[config.mk]
export PLATFORM = sky130hd
export DESIGN_NAME = fifo_level_unit_flat
export DESIGN_NICKNAME = d
export VERILOG_FILES = /design/src/rtl/fifo_level_unit_if.sv /design/src/rtl/fifo_level_unit.sv /design/src/flat_wrapper.sv
export SDC_FILE = /design/constraint.sdc
export NUM_CORES = 1
export LEC_CHECK = 0
export CORE_MARGIN = 2
export CORE_UTILIZATION = 55
export CTS_CLUSTER_DIAMETER = 40
export DETAILED_ROUTE_END_ITERATION = 16
export HOLD_SLACK_MARGIN = 0.03
export PLACE_DENSITY = 0.82
export SETUP_SLACK_MARGIN = 0.5
export SYNTH_ARGS = -nofsm -noshare
export SYNTH_HDL_FRONTEND = slang
export SYNTH_SLANG_ARGS = --single-unit
[constraint.sdc]
create_clock -name clk -period 2.92 [get_ports clk]
set_clock_uncertainty 0.15 [all_clocks]
set_input_delay 0.584 -clock clk [delete_from_list [all_inputs] [get_ports clk]]
set_output_delay 0.584 -clock clk [all_outputs]
set_load 0.03 [all_outputs]
[src/rtl/fifo_level_unit_if.sv]
`default_nettype none
// ============================================================================
//  Module      : fifo_level_unit_if
//  Description : Producer/consumer bundle for fifo_level_unit. The master
//                modport drives requests and data; the slave modport (the
//                FIFO) returns read data, occupancy, pointers and status.
//  Revision    : 1.0  initial release
// ============================================================================
interface fifo_level_unit_if #(
    parameter int ADDR_WIDTH = 3,
    parameter int DATA_WIDTH = 8
);
    logic                  wr;
    logic                  rd;
    logic [DATA_WIDTH-1:0] w_data;
    logic                  clr_err;
    logic [DATA_WIDTH-1:0] r_data;
    logic                  r_valid;
    logic                  full;
    logic                  empty;
    logic                  almost_full;
    logic                  almost_empty;
    logic [ADDR_WIDTH:0]   count;
    logic [ADDR_WIDTH-1:0] wr_ptr;
    logic [ADDR_WIDTH-1:0] rd_ptr;
    logic                  overflow;
    logic                  underflow;

    modport master (
        output wr, rd, w_data, clr_err,
        input  r_data, r_valid, full, empty, almost_full, almost_empty,
        input  count, wr_ptr, rd_ptr, overflow, underflow
    );

    modport slave (
        input  wr, rd, w_data, clr_err,
        output r_data, r_valid, full, empty, almost_full, almost_empty,
        output count, wr_ptr, rd_ptr, overflow, underflow
    );
endinterface
`default_nettype wire

[src/rtl/fifo_level_unit.sv]
`default_nettype none
// ============================================================================
//  Module      : fifo_level_unit
//  Description : Synchronous FIFO with explicit occupancy count, programmable
//                almost-full / almost-empty thresholds and sticky overflow /
//                underflow flags. Build option FIFO_LEVEL_FWFT_EN selects
//                first-word fall-through reads; otherwise reads are
//                registered with one cycle of latency.
//  Revision    : 1.0  initial release
// ============================================================================
module fifo_level_unit #(
    parameter int ADDR_WIDTH      = 3,
    parameter int DATA_WIDTH      = 8,
    parameter int ALMOST_FULL_TH  = 6,
    parameter int ALMOST_EMPTY_TH = 1
) (
    input  wire                 clk,
    input  wire                 reset,
    fifo_level_unit_if.slave    bus
);
    localparam int                DEPTH   = 1 << ADDR_WIDTH;
    localparam logic [ADDR_WIDTH:0] C_DEPTH = {1'b1, {ADDR_WIDTH{1'b0}}};
    localparam logic [ADDR_WIDTH:0] C_AF_TH = ALMOST_FULL_TH[ADDR_WIDTH:0];
    localparam logic [ADDR_WIDTH:0] C_AE_TH = ALMOST_EMPTY_TH[ADDR_WIDTH:0];

    logic [DATA_WIDTH-1:0] mem_q [DEPTH];
    logic [ADDR_WIDTH-1:0] wr_ptr_q, wr_ptr_d;
    logic [ADDR_WIDTH-1:0] rd_ptr_q, rd_ptr_d;
    logic [ADDR_WIDTH:0]   count_q, count_d;
    logic                  overflow_q, overflow_d;
    logic                  underflow_q, underflow_d;
    logic                  full_w, empty_w;
    logic                  rd_ok_w, wr_ok_w;

    // Every status flag is a pure decode of the occupancy register.
    assign full_w  = (count_q == C_DEPTH);
    assign empty_w = (count_q == '0);

    // A write into a full FIFO is still taken when a read frees the slot.
    assign rd_ok_w = bus.rd & ~empty_w;
    assign wr_ok_w = bus.wr & (~full_w | rd_ok_w);

    // Next-state for pointers, occupancy and sticky errors (set beats clear).
    always_comb begin
        wr_ptr_d    = wr_ptr_q;
        rd_ptr_d    = rd_ptr_q;
        count_d     = count_q;
        overflow_d  = (overflow_q  & ~bus.clr_err) | (bus.wr & ~wr_ok_w);
        underflow_d = (underflow_q & ~bus.clr_err) | (bus.rd & empty_w);
        if (wr_ok_w) wr_ptr_d = wr_ptr_q + 1'b1;
        if (rd_ok_w) rd_ptr_d = rd_ptr_q + 1'b1;
        case ({wr_ok_w, rd_ok_w})
            2'b10:   count_d = count_q + 1'b1;
            2'b01:   count_d = count_q - 1'b1;
            default: count_d = count_q;
        endcase
    end

    // Control state register; reset wins over any request on the same edge.
    always_ff @(posedge clk) begin
        if (reset) begin
            wr_ptr_q    <= '0;
            rd_ptr_q    <= '0;
            count_q     <= '0;
            overflow_q  <= 1'b0;
            underflow_q <= 1'b0;
        end else begin
            wr_ptr_q    <= wr_ptr_d;
            rd_ptr_q    <= rd_ptr_d;
            count_q     <= count_d;
            overflow_q  <= overflow_d;
            underflow_q <= underflow_d;
        end
    end

    // Storage array; contents are intentionally left unreset.
    always_ff @(posedge clk) begin
        if (!reset && wr_ok_w) mem_q[wr_ptr_q] <= bus.w_data;
    end

`ifdef FIFO_LEVEL_FWFT_EN
    // Head word is presented combinationally; rd acknowledges it.
    assign bus.r_data  = mem_q[rd_ptr_q];
    assign bus.r_valid = ~empty_w;
`else
    logic [DATA_WIDTH-1:0] r_data_q;
    logic                  r_valid_q;

    // Registered read port: data loads on an accepted read and then holds.
    always_ff @(posedge clk) begin
        if (reset) begin
            r_data_q  <= '0;
            r_valid_q <= 1'b0;
        end else begin
            r_valid_q <= rd_ok_w;
            if (rd_ok_w) r_data_q <= mem_q[rd_ptr_q];
        end
    end

    assign bus.r_data  = r_data_q;
    assign bus.r_valid = r_valid_q;
`endif

    assign bus.full         = full_w;
    assign bus.empty        = empty_w;
    assign bus.almost_full  = (count_q >= C_AF_TH);
    assign bus.almost_empty = (count_q <= C_AE_TH);
    assign bus.count        = count_q;
    assign bus.wr_ptr       = wr_ptr_q;
    assign bus.rd_ptr       = rd_ptr_q;
    assign bus.overflow     = overflow_q;
    assign bus.underflow    = underflow_q;
endmodule
`default_nettype wire
[src/flat_wrapper.sv]
// flat-port wrapper written by rule: the top's interface ports become plain ports
module fifo_level_unit_flat 
#(
    parameter int ADDR_WIDTH      = 3,
    parameter int DATA_WIDTH      = 8,
    parameter int ALMOST_FULL_TH  = 6,
    parameter int ALMOST_EMPTY_TH = 1
)
  (clk, reset, bus_wr, bus_rd, bus_w_data, bus_clr_err, bus_r_data, bus_r_valid, bus_full, bus_empty, bus_almost_full, bus_almost_empty, bus_count, bus_wr_ptr, bus_rd_ptr, bus_overflow, bus_underflow);
  fifo_level_unit_if #(.ADDR_WIDTH(ADDR_WIDTH), .DATA_WIDTH(DATA_WIDTH)) bus_i ();
  input  wire clk;
  input  wire reset;
  input wire logic [$bits(bus_i.wr)-1:0] bus_wr;
  input wire logic [$bits(bus_i.rd)-1:0] bus_rd;
  input wire logic [$bits(bus_i.w_data)-1:0] bus_w_data;
  input wire logic [$bits(bus_i.clr_err)-1:0] bus_clr_err;
  output wire logic [$bits(bus_i.r_data)-1:0] bus_r_data;
  output wire logic [$bits(bus_i.r_valid)-1:0] bus_r_valid;
  output wire logic [$bits(bus_i.full)-1:0] bus_full;
  output wire logic [$bits(bus_i.empty)-1:0] bus_empty;
  output wire logic [$bits(bus_i.almost_full)-1:0] bus_almost_full;
  output wire logic [$bits(bus_i.almost_empty)-1:0] bus_almost_empty;
  output wire logic [$bits(bus_i.count)-1:0] bus_count;
  output wire logic [$bits(bus_i.wr_ptr)-1:0] bus_wr_ptr;
  output wire logic [$bits(bus_i.rd_ptr)-1:0] bus_rd_ptr;
  output wire logic [$bits(bus_i.overflow)-1:0] bus_overflow;
  output wire logic [$bits(bus_i.underflow)-1:0] bus_underflow;
  assign bus_i.wr = bus_wr;
  assign bus_i.rd = bus_rd;
  assign bus_i.w_data = bus_w_data;
  assign bus_i.clr_err = bus_clr_err;
  assign bus_r_data = bus_i.r_data;
  assign bus_r_valid = bus_i.r_valid;
  assign bus_full = bus_i.full;
  assign bus_empty = bus_i.empty;
  assign bus_almost_full = bus_i.almost_full;
  assign bus_almost_empty = bus_i.almost_empty;
  assign bus_count = bus_i.count;
  assign bus_wr_ptr = bus_i.wr_ptr;
  assign bus_rd_ptr = bus_i.rd_ptr;
  assign bus_overflow = bus_i.overflow;
  assign bus_underflow = bus_i.underflow;
  fifo_level_unit #(.ADDR_WIDTH(ADDR_WIDTH), .DATA_WIDTH(DATA_WIDTH), .ALMOST_FULL_TH(ALMOST_FULL_TH), .ALMOST_EMPTY_TH(ALMOST_EMPTY_TH)) u_core (.clk(clk), .reset(reset), .bus(bus_i));
endmodule
Figure 1. Wires at chosen ports, followed through buffers.
Scale bar: 20 µm.
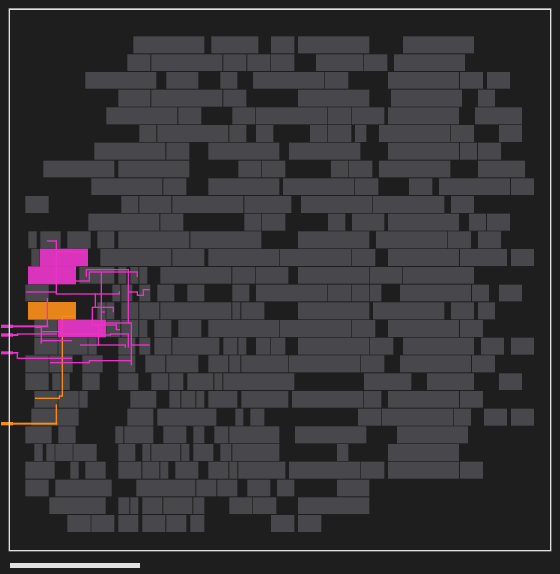
| port | colour | bits | direction | end cells | wire |
|---|---|---|---|---|---|
| bus_overflow | orange | 1 | output | 1 | 28.1 µm |
| bus_wr_ptr | magenta | 3 | output | 3 | 171 µm |
io pins: 38
port bufs: 37

Figure 2. Metal 1.
Supply wires on this layer in grey.
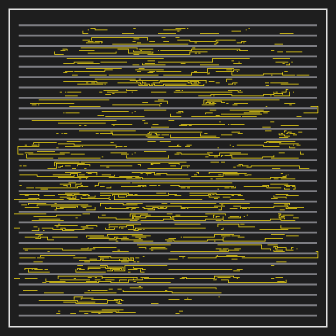
wire length on this layer: 2,910 µm
nets with wire on the layer: 264
longest straight run: 27.6 µm
share of all routed wire: 44%
vias post-DR: 2,018
Routed Wire Length: 6558 µm
met1 GRT Util: 28.36%

==> impl_metrics.py <==
# Physical implementation metrics
metrics = {
    "final_layout": {
        "antenna_cells": 0,
        "stdcell_area_um2": 4153,
        "num-nonclk-inverters": 7,
        "utilization_pct": 69.73,
        "fin_cells": 356,
        "buffers": 48,
    },
    "critical_path": {
        "worstReg2RegEnd": "u_core.bus.count[3]$_SDFFE_PP0P_",
        "cpPeakStageDelay_ns": 0.40,
        "crit_path_start": "u_core.bus.count[0]$_SDFFE_PP0P_",
        "start_kind": "flip-flop",
        "crit_required_ns": 2.19,
        "crit_end": "bus_empty",
    },
    "pwr": {
        "maxPowerGroup": "registers",
        "switching_power_mw": 1.100,
        "internal-power_mw": 2.287,
        "power_density_nw_per_um2": 815.6,
        "powerSeq_mw": 1.47,
        "vdd_ir_drop_max_uv": 635.9,
    },
    "hold_path": {
        "hp-start": "u_core.bus.r_data[6]$_SDFFE_PP0P_",
    },
    "synth": {
        "synth_top_area_share_pct": 56.16,
        "synth_warnings": 0,
        "synth_nets": 247,
        "ys_sh_mux_pct": 9.945,
        "ys_seq_share_pct": 68.45,
        "common_cells": "64 x edfxtp_1, 34 x mux2i_1, 21 x dfxtp_1",
        "top_logic_kind": "multiplexers",
        "syn_inst": 227,
        "fa_ha_area_share_pct": 2.559,
        "syn_avg_cell_area_um2": 15.08,
    },
    "drt": {
        "detail-route-antenna-nets": 0,
        "first_iter_violations": 139,
        "wire_per_inst_um": 18.42,
    },
    "timing": {
        "finalMaxSlewViolations": 0,
        "max_freq_mhz": 423.4,
    },
    "cts": {
        "cts_resized": 9,
        "cts_hold_buffers": 0,
        "cts_tree": "yes",
        "cts.clk_slew.worst_paths_ns": 0.08,
    },
    "global_routing": {
        "overflow": 0,
        "grt_pass1_wl_um": 10630,
    },
    "floorplanning": {
        "fp_util_pct": 57.46,
        "die_h_um": 82.88,
    },
    "run_status": {
        "outcome": "finished, final reports clean",
    },
}
==> sequential cells by signal, indices dropped and copies added, names as in the netlist <==
register / count
u_core.bus.wr_ptr: 3
u_core.bus.r_valid: 1
u_core.bus.underflow: 1
u_core.bus.r_data: 8
u_core.bus.rd_ptr: 3
u_core.bus.count: 4
u_core.bus.overflow: 1
u_core.mem_q: 64
==> worst max-delay path: cells and delay by family (launching register included) <==
| kind | cells | cell delay (ns) |
|---|---|---|
| fa+ha+maj | 1 | 0.15 |
| buf+inv | 3 | 0.36 |
| simple gates | 1 | 0.40 |
| flops | 1 | 0.38 |
==> per-layer routing <==
metal,share of wire [%],global-route usage [%],vias up
met5,0,0,-
met4,2.0,9.538,0
met3,5.7,3.877,12
met2,48,30.79,60
met1,44,28.36,978
li1,-,-,968
Power is estimated from default activity; no workload was simulated.
